===== src/rtl/spi_master_multi.sv =====
// rtl/spi_master_multi.sv - full-duplex SPI master, modes 0-3, 1..MAX_WIDTH bits, CS_NUM selects
module spi_master_multi #(
    parameter int MAX_WIDTH = 32,
    parameter int CS_NUM    = 4,
    parameter int CLK_DIV   = 2,
    parameter int LEN_W     = $clog2(MAX_WIDTH),
    parameter int SEL_W     = (CS_NUM > 1) ? $clog2(CS_NUM) : 1
) (
    input  logic                 c_clk_100m,
    input  logic                 i_rst_n,
    input  logic                 i_start,
    output logic                 o_ready,
    input  logic [MAX_WIDTH-1:0] i_tx_data,
    input  logic [LEN_W-1:0]     i_len,
    input  logic                 i_cpol,
    input  logic                 i_cpha,
    input  logic [SEL_W-1:0]     i_cs_sel,
    output logic                 o_done,
    output logic [MAX_WIDTH-1:0] o_rx_data,
    output logic                 o_spi_clk,
    output logic [CS_NUM-1:0]    o_spi_cs_n,
    output logic                 o_spi_mosi,
    input  logic                 i_spi_miso
);
    localparam int DIV_W = (CLK_DIV > 1) ? $clog2(CLK_DIV) : 1;

    typedef enum logic [2:0] {
        S_IDLE,
        S_SETUP,
        S_XFER,
        S_HOLD,
        S_DONE,
        S_GAP
    } state_t;

    state_t               state_q;
    logic [DIV_W-1:0]     div_q;
    logic [LEN_W-1:0]     len_q;
    logic [LEN_W-1:0]     bit_q;
    logic                 cpol_q;
    logic                 cpha_q;
    logic [MAX_WIDTH-1:0] tx_q;
    logic [MAX_WIDTH-1:0] rx_q;
    logic [MAX_WIDTH-1:0] rx_data_q;
    logic                 ready_q;
    logic                 done_q;
    logic                 sclk_q;
    logic                 mosi_q;
    logic [CS_NUM-1:0]    cs_n_q;
    logic [CS_NUM-1:0]    cs_n_d;
    logic                 tick_d;
    logic                 lead_d;
    logic                 sample_d;
    logic                 accept_d;

    // An out-of-range select matches no line, so the transfer runs with every CS high.
    always_comb begin
        cs_n_d = '1;
        for (int i = 0; i < CS_NUM; i++) begin
            if (i_cs_sel == SEL_W'(i)) cs_n_d[i] = 1'b0;
        end
    end

    assign tick_d   = (div_q == DIV_W'(CLK_DIV - 1));
    assign lead_d   = (sclk_q == cpol_q);
    assign sample_d = lead_d ^ cpha_q;
    assign accept_d = i_start & ready_q;

    always_ff @(posedge c_clk_100m or negedge i_rst_n) begin
        if (!i_rst_n) begin
            state_q   <= S_IDLE;
            div_q     <= '0;
            len_q     <= '0;
            bit_q     <= '0;
            cpol_q    <= 1'b0;
            cpha_q    <= 1'b0;
            tx_q      <= '0;
            rx_q      <= '0;
            rx_data_q <= '0;
            ready_q   <= 1'b1;
            done_q    <= 1'b0;
            sclk_q    <= 1'b0;
            mosi_q    <= 1'b0;
            cs_n_q    <= '1;
        end else begin
            done_q <= 1'b0;
            div_q  <= tick_d ? '0 : div_q + 1'b1;
            case (state_q)
                S_IDLE: begin
                    sclk_q <= i_cpol;
                    if (accept_d) begin
                        state_q <= S_SETUP;
                        ready_q <= 1'b0;
                        div_q   <= '0;
                        len_q   <= i_len;
                        cpol_q  <= i_cpol;
                        cpha_q  <= i_cpha;
                        bit_q   <= '0;
                        rx_q    <= '0;
                        cs_n_q  <= cs_n_d;
                        // CPHA=0 presents the MSB before the first edge; CPHA=1 shifts it out on that edge.
                        if (i_cpha) begin
                            tx_q   <= i_tx_data;
                            mosi_q <= 1'b0;
                        end else begin
                            tx_q   <= i_tx_data << 1;
                            mosi_q <= i_tx_data[i_len];
                        end
                    end
                end
                S_SETUP: begin
                    if (tick_d) state_q <= S_XFER;
                end
                S_XFER: begin
                    if (tick_d) begin
                        sclk_q <= ~sclk_q;
                        if (sample_d) begin
                            rx_q <= {rx_q[MAX_WIDTH-2:0], i_spi_miso};
                        end else begin
                            mosi_q <= tx_q[len_q];
                            tx_q   <= tx_q << 1;
                        end
                        if (!lead_d) begin
                            if (bit_q == len_q) state_q <= S_HOLD;
                            else                bit_q   <= bit_q + 1'b1;
                        end
                    end
                end
                S_HOLD: begin
                    if (tick_d) state_q <= S_DONE;
                end
                S_DONE: begin
                    state_q   <= S_GAP;
                    done_q    <= 1'b1;
                    rx_data_q <= rx_q;
                    mosi_q    <= 1'b0;
                    cs_n_q    <= '1;
                    div_q     <= '0;
                end
                S_GAP: begin
                    if (tick_d) begin
                        state_q <= S_IDLE;
                        ready_q <= 1'b1;
                    end
                end
                default: state_q <= S_IDLE;
            endcase
        end
    end

    assign o_ready    = ready_q;
    assign o_done     = done_q;
    assign o_rx_data  = rx_data_q;
    assign o_spi_clk  = sclk_q;
    assign o_spi_cs_n = cs_n_q;
    assign o_spi_mosi = mosi_q;

endmodule


===== config.mk =====
export PLATFORM = sky130hd
export DESIGN_NAME = spi_master_multi
export DESIGN_NICKNAME = d
export VERILOG_FILES = /design/src/rtl/spi_master_multi.sv
export SDC_FILE = /design/constraint.sdc
export NUM_CORES = 1
export LEC_CHECK = 0
export CORE_MARGIN = 2
export CORE_UTILIZATION = 50
export CTS_CLUSTER_SIZE = 12
export DETAILED_ROUTE_END_ITERATION = 16
export GPL_ROUTABILITY_DRIVEN = 0
export MAX_ROUTING_LAYER = met4
export PLACE_DENSITY = 0.83
export SLEW_MARGIN = 20
export SYNTH_ARGS = -nofsm -noshare
export SYNTH_HDL_FRONTEND = slang
export SYNTH_SLANG_ARGS = --single-unit
export TNS_END_PERCENT = 30

===== constraint.sdc =====
create_clock -name c_clk_100m -period 2.5 [get_ports c_clk_100m]
set_clock_uncertainty 0.15 [all_clocks]
set_input_delay 0.5 -clock c_clk_100m [delete_from_list [all_inputs] [get_ports c_clk_100m]]
set_output_delay 0.5 -clock c_clk_100m [all_outputs]
set_load 0.01 [all_outputs]

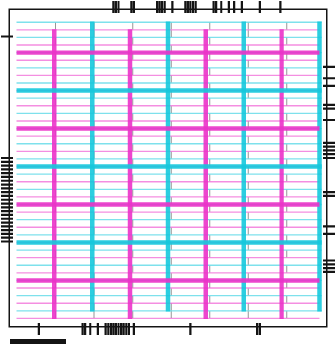
Run 1: power grid
The bar under the picture is 20 um long. Pins as bars on the die edge. Tap cells in grey.
net	colour
VDD	cyan
VSS	magenta
met1 rails	40
met4 straps	8
DIE HEIGHT: 113 um
area inside the core boundary: 11500 sq um

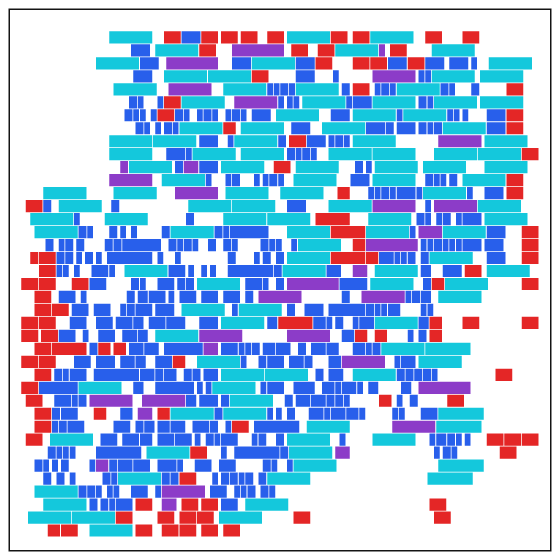
Run 1: cell classes on the final placement
class	colour	cells
combinational and other logic	blue	424
sequential cells	cyan	120
remaining buffers and delay cells	red	105
clock drivers and dummy loads	purple	32
final cell area excluding filler cells: 7670 sq um
Core Util, Final: 66.6%
flip-flop and latch share of the layout cell area: 39.3%
number of rows created at floorplan: 39

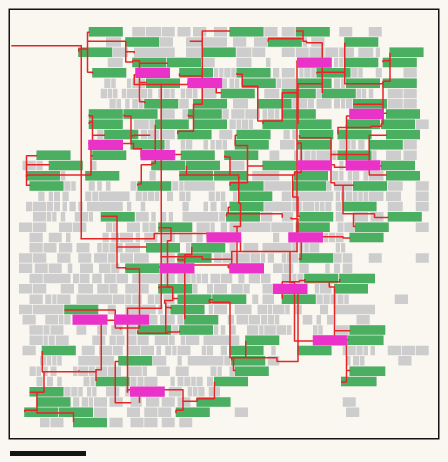
Run 1: clock network drawn from the DEF
The bar under the picture is 20 um long.
[clock drivers] magenta | count: 17
[flip-flops] green | count: 120
[clock wires] red | length: 1470 um
routed clock nets	18

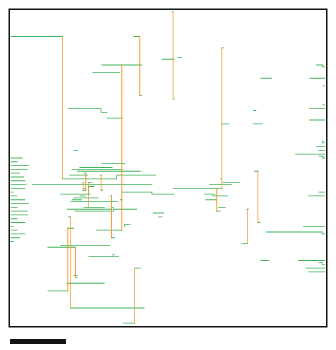
Run 1: routed metal, one colour a layer
The bar under the picture is 20 um long. Two of the layers only.
layer	colour	wire length
metal 3	green	702 um
metal 4	orange	375 um

[run 1: routing by layer]
| layer | GRT usage (%) | vias to the layer above |
|---|---|---|
| met5 | - | - |
| met4 | 10.3 | 0 |
| met3 | 4.77 | 39 |
| met2 | 36.0 | 163 |
| met1 | 28.8 | 2265 |
| li1 | - | 2218 |
[run 1: logic make-up after synthesis]
kind of cell               count (synthesis)  synth area share [%]
and+or+nand+nor                          182                  12.7
AOI/OAI and AO/OA                        133                  12.3
DFF                                      120                  50.5
muxes                                     92                  19.0
buffers and inverters                     48                  3.72
xor gates and xnor gates                  11                  1.62
adders and majority gates                  1                 0.210
[run 1: critical path: cells and delay by family (launching register included)]
family | cells | cell delay, ns
multiplexers | 2 | 1.12
AND-OR/OR-AND | 2 | 0.22
flip-flops | 1 | 0.69
==> flow_metrics.tcl, run 1 <==
# implementation run metrics
set metrics [dict create \
    r2r.worst_path.cells 4 \
    cts_hold_buffers 1 \
    dr.max_layer_used "met4" \
    hold_class "reg -> reg" \
    yosysWarningCount 0 \
    layout.clock_buffers 19 \
    postSynthSeqShare_pct 50.5 \
    cpPeakStageDelay_ns 0.69 \
    setup-tns-final_ns 0 \
    status "finished with violations" \
    core_util_floorplan_pct 51.8 \
    tool_warnings 26 \
    area_leaders "sky130_fd_sc_hd__dfrtp_1 (48%), sky130_fd_sc_hd__mux2_2 (7.4%), sky130_fd_sc_hd__mux2i_1 (7.1%)" \
    postPlaceCellArea_sq_um 7000 \
    finalHoldViolations 0 \
    wl_met3_um 702 \
    max_slew_margin_pct 62.7 \
    tapCellCount 143 \
    detail_route.drc_violations 5 \
    ir_drop_uv 513 \
    flop-count 120 \
    number_of_global_route_vias_before_repair 4684 \
    finalMaxSlewViolations 0 \
    yosys_area_sq_um 5960 \
    storage_cell_area_sq_um 3010 \
    total_detailed_routing_wirelength_mm 13.4 \
    pwr.group.combinational_mw 2.58 \
    fin_nets 714 \
    buffers 105 \
    synth_stat.cells 587 \
    cts-root-buf "sky130_fd_sc_hd__clkbuf_16" \
    initialDrtViolationCount 473 \
    holdCritStartpoint "tx_q[31]" \
    layout.cells.non_filler 824 \
    power.net_switching_mw 2.84 \
    r2r_slack_ns 0.19 \
    synth_cell_type_count 45 \
    chipArea_sq_um 12800 \
    diodes 0 \
    post_drt_via_cell_ratio 5.69 \
    crit_type "reg -> reg" \
    r2r-start "len_q[1]" \
    route.layer.met1.wl_mm 5.72 \
    violations "design-rule violations" \
]
==> run 2, diff against run 1 <==
Settings changed: CAP_MARGIN set to 30.
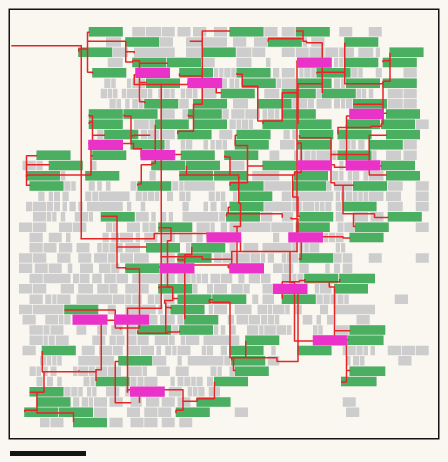
Run 2: clock network drawn from the DEF
The bar under the picture is 20 um long.
[clock drivers] magenta | count: 17
[flip-flops] green | count: 120
[clock wires] red | length: 1470 um
flops lie	all over the die
clock network power: 2.70 mW
clock network fraction of design power: 33.1%
source-to-sink clock delay at the later pin of the worst-skew pair: 0.41 ns

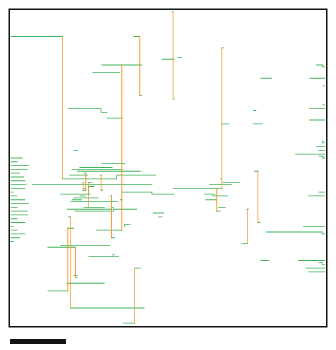
Run 2: routed metal, one colour a layer
The bar under the picture is 20 um long. Two of the layers only.
layer	colour	wire length
metal 4	orange	375 um
metal 3	green	702 um
total detailed-routing wirelength: 13.4 mm
routed wirelength normalized by instance count: 16.3 um

==> run 2 against run 1 <==
Compared with the run above: highest routed layer unchanged; utilization stayed put; sequential share of layout area stayed put; the run still ends with design-rule violations left; via count stayed put; largest power group unchanged; synthesized area stayed put; final area stayed put; total power stayed put.
==> flow_metrics.tcl, run 2 <==
# implementation run metrics
set metrics [dict create \
    synth.area.mux_share_pct 19.0 \
    gr-usage-met2_pct 36.0 \
    grt_busiest_layer "met2" \
    crit_type "reg -> reg" \
    core_util_floorplan_pct 51.8 \
    worst-path-buf-inv 0 \
    finalHoldViolations 0 \
    worst_path_dominant_cell_family "multiplexers" \
    coreArea_sq_um 11500 \
    seq_area_share_pct 39.3 \
    synth_cell_type_count 45 \
    initialDrtViolationCount 473 \
    r2r.worst_path.cells 4 \
    worstSetupPathDepth 4 \
    cts-root-buf "sky130_fd_sc_hd__clkbuf_16" \
    storage_cell_area_sq_um 3010 \
    synthSimpleGateAreaFrac_pct 12.7 \
    postSynthSeqShare_pct 50.5 \
    fin_nets 714 \
    yosys_area_sq_um 5960 \
    max_slew_margin_pct 62.7 \
    synth.logic.top_family "multiplexers" \
    violations "design-rule violations" \
    flop-count 120 \
    status "finished with violations" \
    floorplan.die.height_um 113 \
    tapCellCount 143 \
    finalMaxSlewViolations 0 \
    synth-compound-area-share_pct 12.3 \
    cpPeakStageDelay_ns 0.69 \
    pwr.group.combinational_mw 2.58 \
    number_of_global_route_vias_before_repair 4684 \
    hold_class "reg -> reg" \
    fin_util_pct 66.6 \
    globalRouteMet1Util_pct 28.8 \
    r2r-start "len_q[1]" \
    placementRows 39 \
    wl_met3_um 702 \
    ir_drop_uv 513 \
    layout.clock_buffers 19 \
    diodes 0 \
    dr.max_layer_used "met4" \
    detail_route.drc_violations 5 \
    tool_warnings 26 \
    route.layer.met1.wl_mm 5.72 \
    buffers 105 \
    power.net_switching_mw 2.84 \
]
==> run 2: cell counts after synthesis <==
No cell type changed its count.
==> run 2: stage by stage <==
| step | instance area, sq um | setup WS, ns | cells |
|---|---|---|---|
| floorplan | 5960 | 0.433 | 587 |
| detailed placement | 7000 | -0.0526 | 791 |
| global placement | 7000 | 0.00294 | 791 |
| global route | 7670 | 0.0719 | 824 |
| finish | 7670 | 0.194 | 824 |
| CTS | 7670 | 0.184 | 824 |
==> run 2: timing repair <==
item,CTS,global route
resized,0,0
hold endpoints to repair,30,0
hold buffers,1,0
Run 2, clock nets:
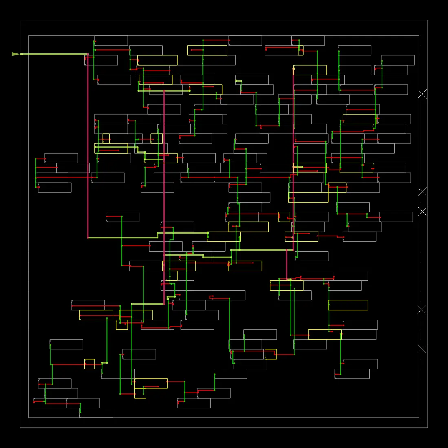

==> run 3, diff against run 2 <==
Settings changed: CAP_MARGIN 30 to unset, CORE_ASPECT_RATIO set to 1.2.
Clock period 2.5 ns to 2.4 ns, I/O delays scaled along.
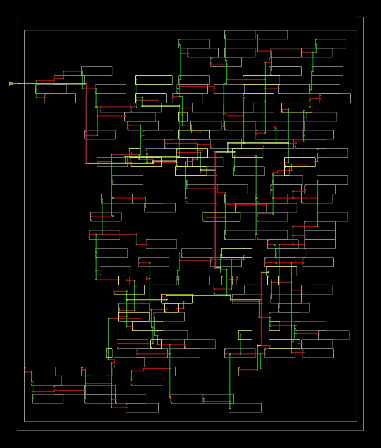
Run 3: clock nets
sequential cell count: 120
clock net sink count: 120

==> run 3 against run 2 <==
Compared with the run above: the run now ends clean; die size hardly changed; largest power group unchanged; register-to-register slack better by 0.03 ns; highest routed layer unchanged; utilization is 0.70 points lower; final area is 0.15% lower; via count is 1.4% lower.
==> flow_metrics.tcl, run 3 <==
# implementation run metrics
set metrics [dict create \
    yosys_area_sq_um 5960 \
    r2r.worst_path.cells 4 \
    yosysWarningCount 0 \
    hold_class "reg -> reg" \
    initialDrtViolationCount 209 \
    number_of_global_route_vias_before_repair 4548 \
    clock_insertion_delay_worst_skew_ns 0.41 \
    status "finished, final reports clean" \
    pwr.group.combinational_mw 2.78 \
    ir_drop_uv 713 \
    cpPeakStageDelay_ns 0.63 \
    drt-wirelength-per-cell_um 15.6 \
    numPlacedInstances 805 \
    dr.max_layer_used "met4" \
    cts-root-buf "sky130_fd_sc_hd__clkbuf_16" \
    seq_area_share_pct 39.3 \
    clock_power_mw 2.63 \
    layout.clock_buffers 18 \
    post_synth_fa_ha_maj_area_fraction_pct 0.210 \
    gr-usage-met2_pct 38.1 \
    ys_sh_xor_pct 1.62 \
    postSynthSeqShare_pct 50.5 \
    placementRows 43 \
    storage_cell_area_sq_um 3010 \
    synth.logic.top_family "multiplexers" \
    buffers 105 \
    layout.cells.non_filler 838 \
    crit_type "reg -> reg" \
    synth.area.mux_share_pct 19.0 \
]
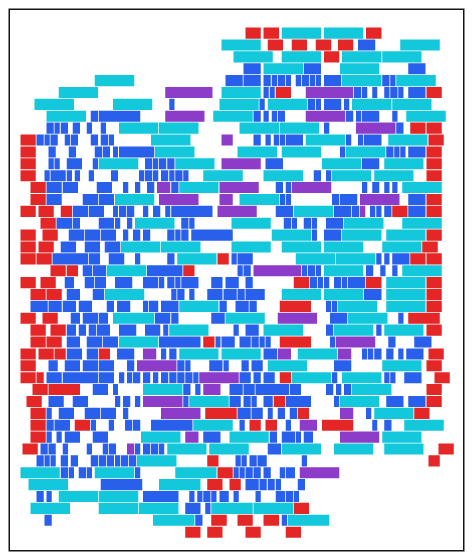
Run 3: cell classes on the final placement
class	colour	cells
sequential cells	cyan	120
clock drivers and dummy loads	purple	32
remaining buffers and delay cells	red	105
combinational and other logic	blue	424

run 3: cell counts after synthesis:
No cell type changed its count.
run 3: cell families (layout without fill, tap and decap cells):
kind of cell / Yosys count / after routing
xor gates and xnor gates: 11 / 11
and+or+nand+nor: 182 / 182
adders and majority gates: 1 / 1
muxes: 92 / 92
buffers and inverters: 48 / 142
DFF: 120 / 120
AOI/OAI and AO/OA: 133 / 133
run 3: worst max-delay path by stage:
stage | end | cells after the start | slack (ns)
2_1_floorplan | o_spi_mosi | 7 | 0.35
3_3_place_gp | o_spi_mosi | 7 | -0.06
3_5_place_dp | o_spi_mosi | 6 | -0.07
4_1_cts | o_spi_mosi | 4 | 0.08
5_1_grt | o_spi_mosi | 8 | 0.06
6_report | o_spi_mosi | 4 | 0.23
Power figures rest on the tool's default switching activity, not on a simulated workload.
